### src/rtl/bus_master_arbiter_pkg.sv
// Shared encodings and widths for the bus master arbiter and its watchdog.
package bus_master_arbiter_pkg;

    localparam int unsigned AddrWidth            = 32;
    localparam int unsigned DataWidth            = 32;
    localparam int unsigned DefaultTimeoutCycles = 256;

    typedef enum logic [1:0] {
        StIdle   = 2'd0,
        StActive = 2'd1,
        StResp   = 2'd2,
        StErr    = 2'd3
    } state_e;

endpackage

### src/rtl/bus_master_arbiter_if.sv
// Requester and system-bus signals of the arbiter; master = arbiter side, slave = environment side.
interface bus_master_arbiter_if;
    import bus_master_arbiter_pkg::*;

    logic                 req0, req1;
    logic                 we0, we1;
    logic [AddrWidth-1:0] addr0, addr1;
    logic [DataWidth-1:0] wdata0, wdata1;
    logic                 done0, done1;
    logic                 err0, err1;
    logic [DataWidth-1:0] rdata;
    logic                 bus_stb;
    logic                 bus_we;
    logic [AddrWidth-1:0] bus_addr;
    logic [DataWidth-1:0] bus_wdata;
    logic [DataWidth-1:0] bus_rdata;
    logic                 bus_ack;

    modport master (
        input  req0, req1, we0, we1, addr0, addr1, wdata0, wdata1, bus_rdata, bus_ack,
        output done0, done1, err0, err1, rdata, bus_stb, bus_we, bus_addr, bus_wdata
    );

    modport slave (
        output req0, req1, we0, we1, addr0, addr1, wdata0, wdata1, bus_rdata, bus_ack,
        input  done0, done1, err0, err1, rdata, bus_stb, bus_we, bus_addr, bus_wdata
    );

endinterface

### src/rtl/bus_watchdog.sv
// Saturating strobe-cycle counter; alarm is high once TIMEOUT_CYCLES-1 cycles have been counted.
module bus_watchdog
    import bus_master_arbiter_pkg::*;
#(
    parameter int unsigned TIMEOUT_CYCLES = DefaultTimeoutCycles
) (
    input  logic clock,
    input  logic reset_n,
    input  logic clear,
    input  logic count_en,
    output logic alarm
);

    localparam int unsigned        CntW   = $clog2(TIMEOUT_CYCLES);
    localparam logic [CntW-1:0]    CntMax = CntW'(TIMEOUT_CYCLES - 1);

    logic [CntW-1:0] cnt_q, cnt_d;

    assign alarm = (cnt_q == CntMax);

    always_comb begin
        cnt_d = cnt_q;
        if (clear) begin
            cnt_d = '0;
        end else if (count_en && !alarm) begin
            cnt_d = cnt_q + CntW'(1);
        end
    end

    always_ff @(posedge clock) begin
        if (!reset_n) begin
            cnt_q <= '0;
        end else begin
            cnt_q <= cnt_d;
        end
    end

endmodule

### src/rtl/bus_master_arbiter.sv
// Two-requester round-robin bus arbiter with fully registered strobe/ack sequencing.
// Define BUS_ARBITER_TIMEOUT_EN to add the watchdog abort path that raises err0/err1.
module bus_master_arbiter
    import bus_master_arbiter_pkg::*;
#(
    parameter int unsigned TIMEOUT_CYCLES = DefaultTimeoutCycles
) (
    input logic                  clock,
    input logic                  reset_n,
    bus_master_arbiter_if.master bus
);

    state_e               state_q, state_d;
    logic                 owner_q, owner_d;
    logic                 last_grant_q, last_grant_d;
    logic                 bus_stb_q, bus_stb_d;
    logic                 bus_we_q, bus_we_d;
    logic [AddrWidth-1:0] bus_addr_q, bus_addr_d;
    logic [DataWidth-1:0] bus_wdata_q, bus_wdata_d;
    logic [DataWidth-1:0] rdata_q, rdata_d;
    logic [1:0]           done_q, done_d;
    logic                 grant;

    // A lone request always wins; under contention the loser of the last round goes next.
    assign grant = (bus.req0 && bus.req1) ? ~last_grant_q : bus.req1;

`ifdef BUS_ARBITER_TIMEOUT_EN
    logic [1:0] err_q, err_d;
    logic       alarm;

    bus_watchdog #(
        .TIMEOUT_CYCLES(TIMEOUT_CYCLES)
    ) u_watchdog (
        .clock   (clock),
        .reset_n (reset_n),
        .clear   (state_q == StIdle),
        .count_en(state_q == StActive),
        .alarm   (alarm)
    );
`else
    logic unused_timeout;
    assign unused_timeout = ^TIMEOUT_CYCLES;
`endif

    always_comb begin
        state_d      = state_q;
        owner_d      = owner_q;
        last_grant_d = last_grant_q;
        bus_stb_d    = 1'b0;
        bus_we_d     = bus_we_q;
        bus_addr_d   = bus_addr_q;
        bus_wdata_d  = bus_wdata_q;
        rdata_d      = rdata_q;
        done_d       = '0;
`ifdef BUS_ARBITER_TIMEOUT_EN
        err_d        = '0;
`endif
        unique case (state_q)
            StIdle: begin
                if (bus.req0 || bus.req1) begin
                    owner_d      = grant;
                    last_grant_d = grant;
                    bus_we_d     = grant ? bus.we1    : bus.we0;
                    bus_addr_d   = grant ? bus.addr1  : bus.addr0;
                    bus_wdata_d  = grant ? bus.wdata1 : bus.wdata0;
                    bus_stb_d    = 1'b1;
                    state_d      = StActive;
                end
            end
            StActive: begin
                // Ack is tested first so it beats a same-cycle alarm.
                if (bus.bus_ack) begin
                    rdata_d         = bus.bus_rdata;
                    done_d[owner_q] = 1'b1;
                    state_d         = StResp;
                end
`ifdef BUS_ARBITER_TIMEOUT_EN
                else if (alarm) begin
                    err_d[owner_q] = 1'b1;
                    state_d        = StErr;
                end
`endif
                else begin
                    bus_stb_d = 1'b1;
                end
            end
            StResp:  state_d = StIdle;
            default: state_d = StIdle;
        endcase
    end

    always_ff @(posedge clock) begin
        if (!reset_n) begin
            state_q      <= StIdle;
            owner_q      <= 1'b0;
            last_grant_q <= 1'b1;
            bus_stb_q    <= 1'b0;
            bus_we_q     <= 1'b0;
            bus_addr_q   <= '0;
            bus_wdata_q  <= '0;
            rdata_q      <= '0;
            done_q       <= '0;
`ifdef BUS_ARBITER_TIMEOUT_EN
            err_q        <= '0;
`endif
        end else begin
            state_q      <= state_d;
            owner_q      <= owner_d;
            last_grant_q <= last_grant_d;
            bus_stb_q    <= bus_stb_d;
            bus_we_q     <= bus_we_d;
            bus_addr_q   <= bus_addr_d;
            bus_wdata_q  <= bus_wdata_d;
            rdata_q      <= rdata_d;
            done_q       <= done_d;
`ifdef BUS_ARBITER_TIMEOUT_EN
            err_q        <= err_d;
`endif
        end
    end

    assign bus.bus_stb   = bus_stb_q;
    assign bus.bus_we    = bus_we_q;
    assign bus.bus_addr  = bus_addr_q;
    assign bus.bus_wdata = bus_wdata_q;
    assign bus.rdata     = rdata_q;
    assign bus.done0     = done_q[0];
    assign bus.done1     = done_q[1];
`ifdef BUS_ARBITER_TIMEOUT_EN
    assign bus.err0      = err_q[0];
    assign bus.err1      = err_q[1];
`else
    assign bus.err0      = 1'b0;
    assign bus.err1      = 1'b0;
`endif

endmodule

### src/flat_wrapper.sv
// flat-port wrapper written by rule: the top's interface ports become plain ports
module bus_master_arbiter_flat import bus_master_arbiter_pkg::*;
#(
    parameter int unsigned TIMEOUT_CYCLES = DefaultTimeoutCycles
)
  (clock, reset_n, bus_req0, bus_req1, bus_we0, bus_we1, bus_addr0, bus_addr1, bus_wdata0, bus_wdata1, bus_bus_rdata, bus_bus_ack, bus_done0, bus_done1, bus_err0, bus_err1, bus_rdata, bus_bus_stb, bus_bus_we, bus_bus_addr, bus_bus_wdata);
  bus_master_arbiter_if bus_i ();
  input logic clock;
  input logic reset_n;
  input wire logic [$bits(bus_i.req0)-1:0] bus_req0;
  input wire logic [$bits(bus_i.req1)-1:0] bus_req1;
  input wire logic [$bits(bus_i.we0)-1:0] bus_we0;
  input wire logic [$bits(bus_i.we1)-1:0] bus_we1;
  input wire logic [$bits(bus_i.addr0)-1:0] bus_addr0;
  input wire logic [$bits(bus_i.addr1)-1:0] bus_addr1;
  input wire logic [$bits(bus_i.wdata0)-1:0] bus_wdata0;
  input wire logic [$bits(bus_i.wdata1)-1:0] bus_wdata1;
  input wire logic [$bits(bus_i.bus_rdata)-1:0] bus_bus_rdata;
  input wire logic [$bits(bus_i.bus_ack)-1:0] bus_bus_ack;
  output wire logic [$bits(bus_i.done0)-1:0] bus_done0;
  output wire logic [$bits(bus_i.done1)-1:0] bus_done1;
  output wire logic [$bits(bus_i.err0)-1:0] bus_err0;
  output wire logic [$bits(bus_i.err1)-1:0] bus_err1;
  output wire logic [$bits(bus_i.rdata)-1:0] bus_rdata;
  output wire logic [$bits(bus_i.bus_stb)-1:0] bus_bus_stb;
  output wire logic [$bits(bus_i.bus_we)-1:0] bus_bus_we;
  output wire logic [$bits(bus_i.bus_addr)-1:0] bus_bus_addr;
  output wire logic [$bits(bus_i.bus_wdata)-1:0] bus_bus_wdata;
  assign bus_i.req0 = bus_req0;
  assign bus_i.req1 = bus_req1;
  assign bus_i.we0 = bus_we0;
  assign bus_i.we1 = bus_we1;
  assign bus_i.addr0 = bus_addr0;
  assign bus_i.addr1 = bus_addr1;
  assign bus_i.wdata0 = bus_wdata0;
  assign bus_i.wdata1 = bus_wdata1;
  assign bus_i.bus_rdata = bus_bus_rdata;
  assign bus_i.bus_ack = bus_bus_ack;
  assign bus_done0 = bus_i.done0;
  assign bus_done1 = bus_i.done1;
  assign bus_err0 = bus_i.err0;
  assign bus_err1 = bus_i.err1;
  assign bus_rdata = bus_i.rdata;
  assign bus_bus_stb = bus_i.bus_stb;
  assign bus_bus_we = bus_i.bus_we;
  assign bus_bus_addr = bus_i.bus_addr;
  assign bus_bus_wdata = bus_i.bus_wdata;
  bus_master_arbiter #(.TIMEOUT_CYCLES(TIMEOUT_CYCLES)) u_core (.clock(clock), .reset_n(reset_n), .bus(bus_i));
endmodule
### config.mk
export PLATFORM = sky130hd
export DESIGN_NAME = bus_master_arbiter_flat
export DESIGN_NICKNAME = d
export VERILOG_FILES = /design/src/rtl/bus_master_arbiter_pkg.sv /design/src/rtl/bus_master_arbiter_if.sv /design/src/rtl/bus_watchdog.sv /design/src/rtl/bus_master_arbiter.sv /design/src/flat_wrapper.sv
export SDC_FILE = /design/constraint.sdc
export NUM_CORES = 1
export LEC_CHECK = 0
export CORE_ASPECT_RATIO = 0.7
export CORE_MARGIN = 5
export CORE_UTILIZATION = 37
export CTS_CLUSTER_SIZE = 16
export DETAILED_ROUTE_END_ITERATION = 10
export PLACE_DENSITY = 0.81
export SYNTH_ARGS = -nofsm -noshare
export SYNTH_HDL_FRONTEND = slang
export SYNTH_SLANG_ARGS = --single-unit
### constraint.sdc
create_clock -name clock -period 1.5 [get_ports clock]
set_input_delay 0.3 -clock clock [delete_from_list [all_inputs] [get_ports clock]]
set_output_delay 0.3 -clock clock [all_outputs]
set_load 0.1 [all_outputs]
placed.png
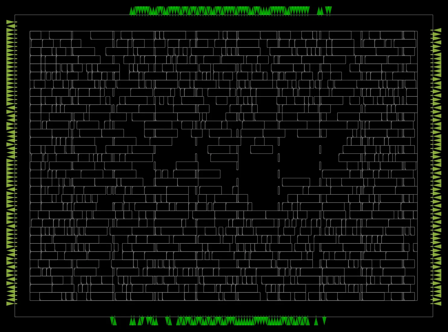
flip-flops: 104
non-filler cells, final: 942
# Taps: 157
Core Rows: 33
core area: 11600 sq um

class_map.png
Scale bar: 50 microns. Fill, decap, tap and diode cells in gray.
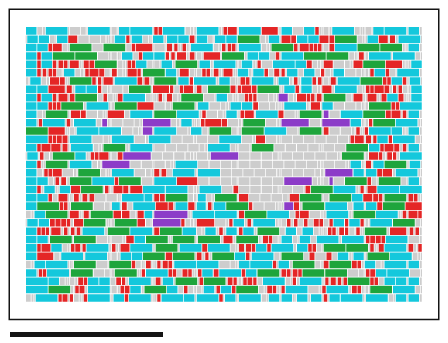
Green stands for registers, cells 104, share of their area 25%. Cyan stands for remaining buffers and delay cells, cells 286, share of their area 48%. Red stands for remaining logic cells, cells 379, share of their area 24%. Purple stands for clock drivers and dummy loads, cells 16, share of their area 3.5%.
fin util: 74.1%
Seq area share: 24.2%

route_heat.png
The die is cut into 28 by 20 equal tiles; black is low, pale yellow is high, scaled to the fullest tile. Values are wire area over tile area, all layers added.
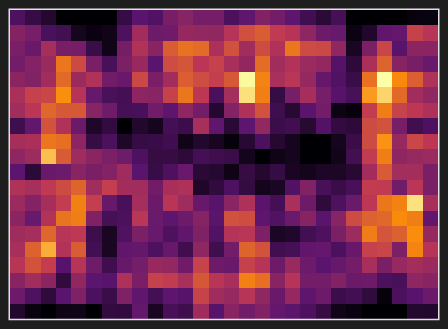
The fullest tile reaches 0.59. The emptiest ninth of the die: middle. The densest ninth of the die: top middle.
Vias: 4992
DR WL/cell: 17.8 microns
Global Route Usage Sum: 23.0%
routed wire length: 16700 microns

layers.png
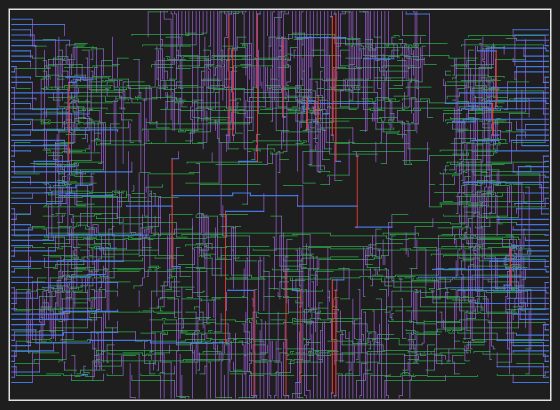
Purple stands for M2, wire length 8340 microns. Green stands for M1, wire length 6360 microns. Blue stands for M3, wire length 1560 microns. Red stands for M4, wire length 472 microns.

m1.png
Supply wires on this layer in gray.
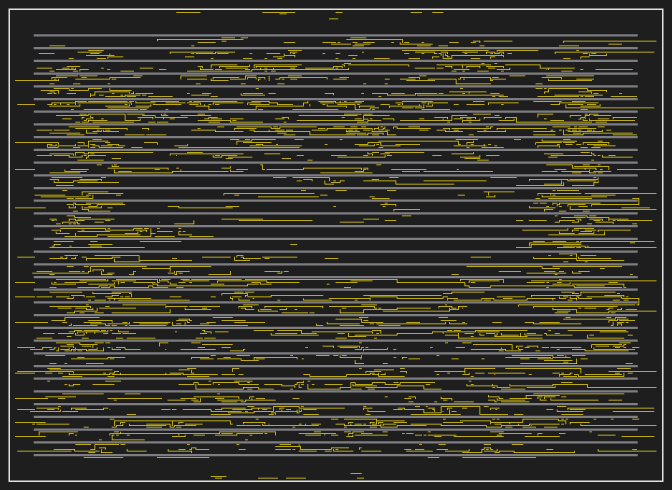
800 nets have wire on it. The layer holds 38% of the routed length. The longest straight run is 32.4 microns. The layer carries 6360 microns of wire.

-- routing by layer --
layer | wire length (microns) | global-route usage [%] | vias to the layer above
met4 | 471 | 7.07 | 0
li1 | - | - | 2361
met2 | 8340 | 40.7 | 224
met1 | 6360 | 26.0 | 2362
met3 | 1560 | 8.53 | 45
met5 | 0 | 0 | -
-- stage by stage --
step	power [mW]	area, sq um
6_report	10.0	8600
5_1_grt	10.4	8600
4_1_cts	10.1	8570
3_5_place_dp	7.72	8250
3_3_place_gp	7.63	8250
2_1_floorplan	5.78	4350
-- how the worst min path moves through the flow --
stage | start | endpoint | slack, ns | cells past startpoint
after CTS | u_core.owner_q | u_core.done_q[0] | 0.46 | 1
after global routing | u_core.owner_q | u_core.done_q[0] | 0.49 | 1
after global placement | u_core.owner_q | u_core.done_q[0] | 0.42 | 1
after detailed placement | u_core.owner_q | u_core.done_q[0] | 0.44 | 1
final | u_core.owner_q | u_core.done_q[0] | 0.45 | 1
after floorplan | reset_n | u_core.last_grant_q | 0.37 | 1
-- area by class of cell --
cell class | count | area (sq um)
Tap cell | 157 | 196
Multi-Input combinational cell | 378 | 2020
Timing Repair Buffer | 286 | 4000
Sequential cell | 104 | 2080
Clock buffer | 10 | 229
Clock inverter | 6 | 66.3
Fill cell | 790 | 3000
Inverter | 1 | 5.00
-- state kept, by name, indices dropped and copies added (netlist names) --
name                  cells
u_core.bus.bus_addr      32
u_core.bus.bus_wdata     32
u_core.bus.rdata         32
u_core.done_q             2
u_core.state_q            2
u_core.bus.bus_stb        1
u_core.bus.bus_we         1
u_core.last_grant_q       1
u_core.owner_q            1
-- power groups by stage --
| stage | registers [mW] | clock network, mW | logic, mW |
|---|---|---|---|
| after floorplan | 5.01 | 0 | 0.774 |
| after global placement | 3.36 | 0 | 4.27 |
| after detailed placement | 3.37 | 0 | 4.34 |
| after CTS | 3.32 | 2.40 | 4.35 |
| after global routing | 3.34 | 2.52 | 4.52 |
| final | 3.31 | 2.34 | 4.36 |
-- layout by cell type, fill, tap and decap left out, types with 2 or more instances in the layout --
cell type,n
inv_6,2
clkbuf_16,9
a311oi_2,13
buf_12,114
nand2_1,194
buf_4,4
nor2_4,2
buf_6,2
dfxtp_1,104
o21ai_0,2
conb_1,2
clkinv_2,3
nor2_1,2
clkdlybuf4s50_1,164
a311oi_1,52
a21oi_1,98
o21a_1,2
nand3_1,2
-- cell usage after synthesis, types with 2 or more instances --
cell type  count  area [sq um]
buf_4         18           135
nor2_1         3          11.3
o21ai_0        2          10.0
clkbuf_1      16          60.1
nand3_1        2          10.0
a311oi_1      58           508
buf_2         18          90.1
a21oi_1       98           490
a311oi_2       7           105
or2_1          2          12.5
nand2_1      194           728
o21a_1         2          15.0
dfxtp_1      104          2080
-- kinds of logic after synthesis --
kind of cell           Yosys count  share of synthesized area [%]
AOI/OAI and AO/OA              169                           26.5
buffers and inverters           55                           7.00
and+or+nand+nor                207                           18.5
other                            1                         0.0863
DFF                            104                           47.9
-- timing repair --
action                                  in CTS  in global routing
endpoints found under the setup margin       2                 15
gates cloned                                 0                  0
setup buffers                                0                  0
pin swaps                                    0                  0
gates resized                                5                  6
==> metrics.csv <==
stage,metric,value,unit
hold_path,min_path_type,flop to flop,
drt,drc,0,
die,chipWidth,139,microns
power,comb_power_share,43.5,%
sta,whs,0.453,ns
run,cap_violations,0,
status,status,"complete, no violations",
logic_synthesis,synthCells,536,
grt,antenna_found_initial,0,
critical_path,worstReg2RegEnd,u_core.bus.bus_wdata[0],
sta,min_period,1.37,ns
drt,viasPerCell,5.30,
clock_tree,clk_latency,0.33,ns
placement,gp_congestion,0.864,
die,dieHeight,101,microns
placement,io_buffer_count,266,
power,switching_share,39.6,%
critical_path,worstSetupStartpointType,flop,
critical_path,critPathTopFamily,simple AND/OR/NAND/NOR gates,
power,power_density,1160,nW/um^2
clock_tree,root_buffer,clkbuf_16,
clock_tree,postCtsHoldBufs,0,
sta,tns,0,ns
logic_synthesis,synth_area,4340,sq um
logic_synthesis,yosys_cells,536,
critical_path,r2r_slack,0.13,ns
logic_synthesis,edf_count,0,
critical_path,crit_chain,or2_1 > nor2_4 > buf_12 > a311oi_2,
critical_path,worstPathMaxFanout,22,
logic_synthesis,ys_seq_share,47.9,%
critical_path,worstPathArrival,1.58,ns
No activity file was given, so power comes from the tool's default toggle rates.
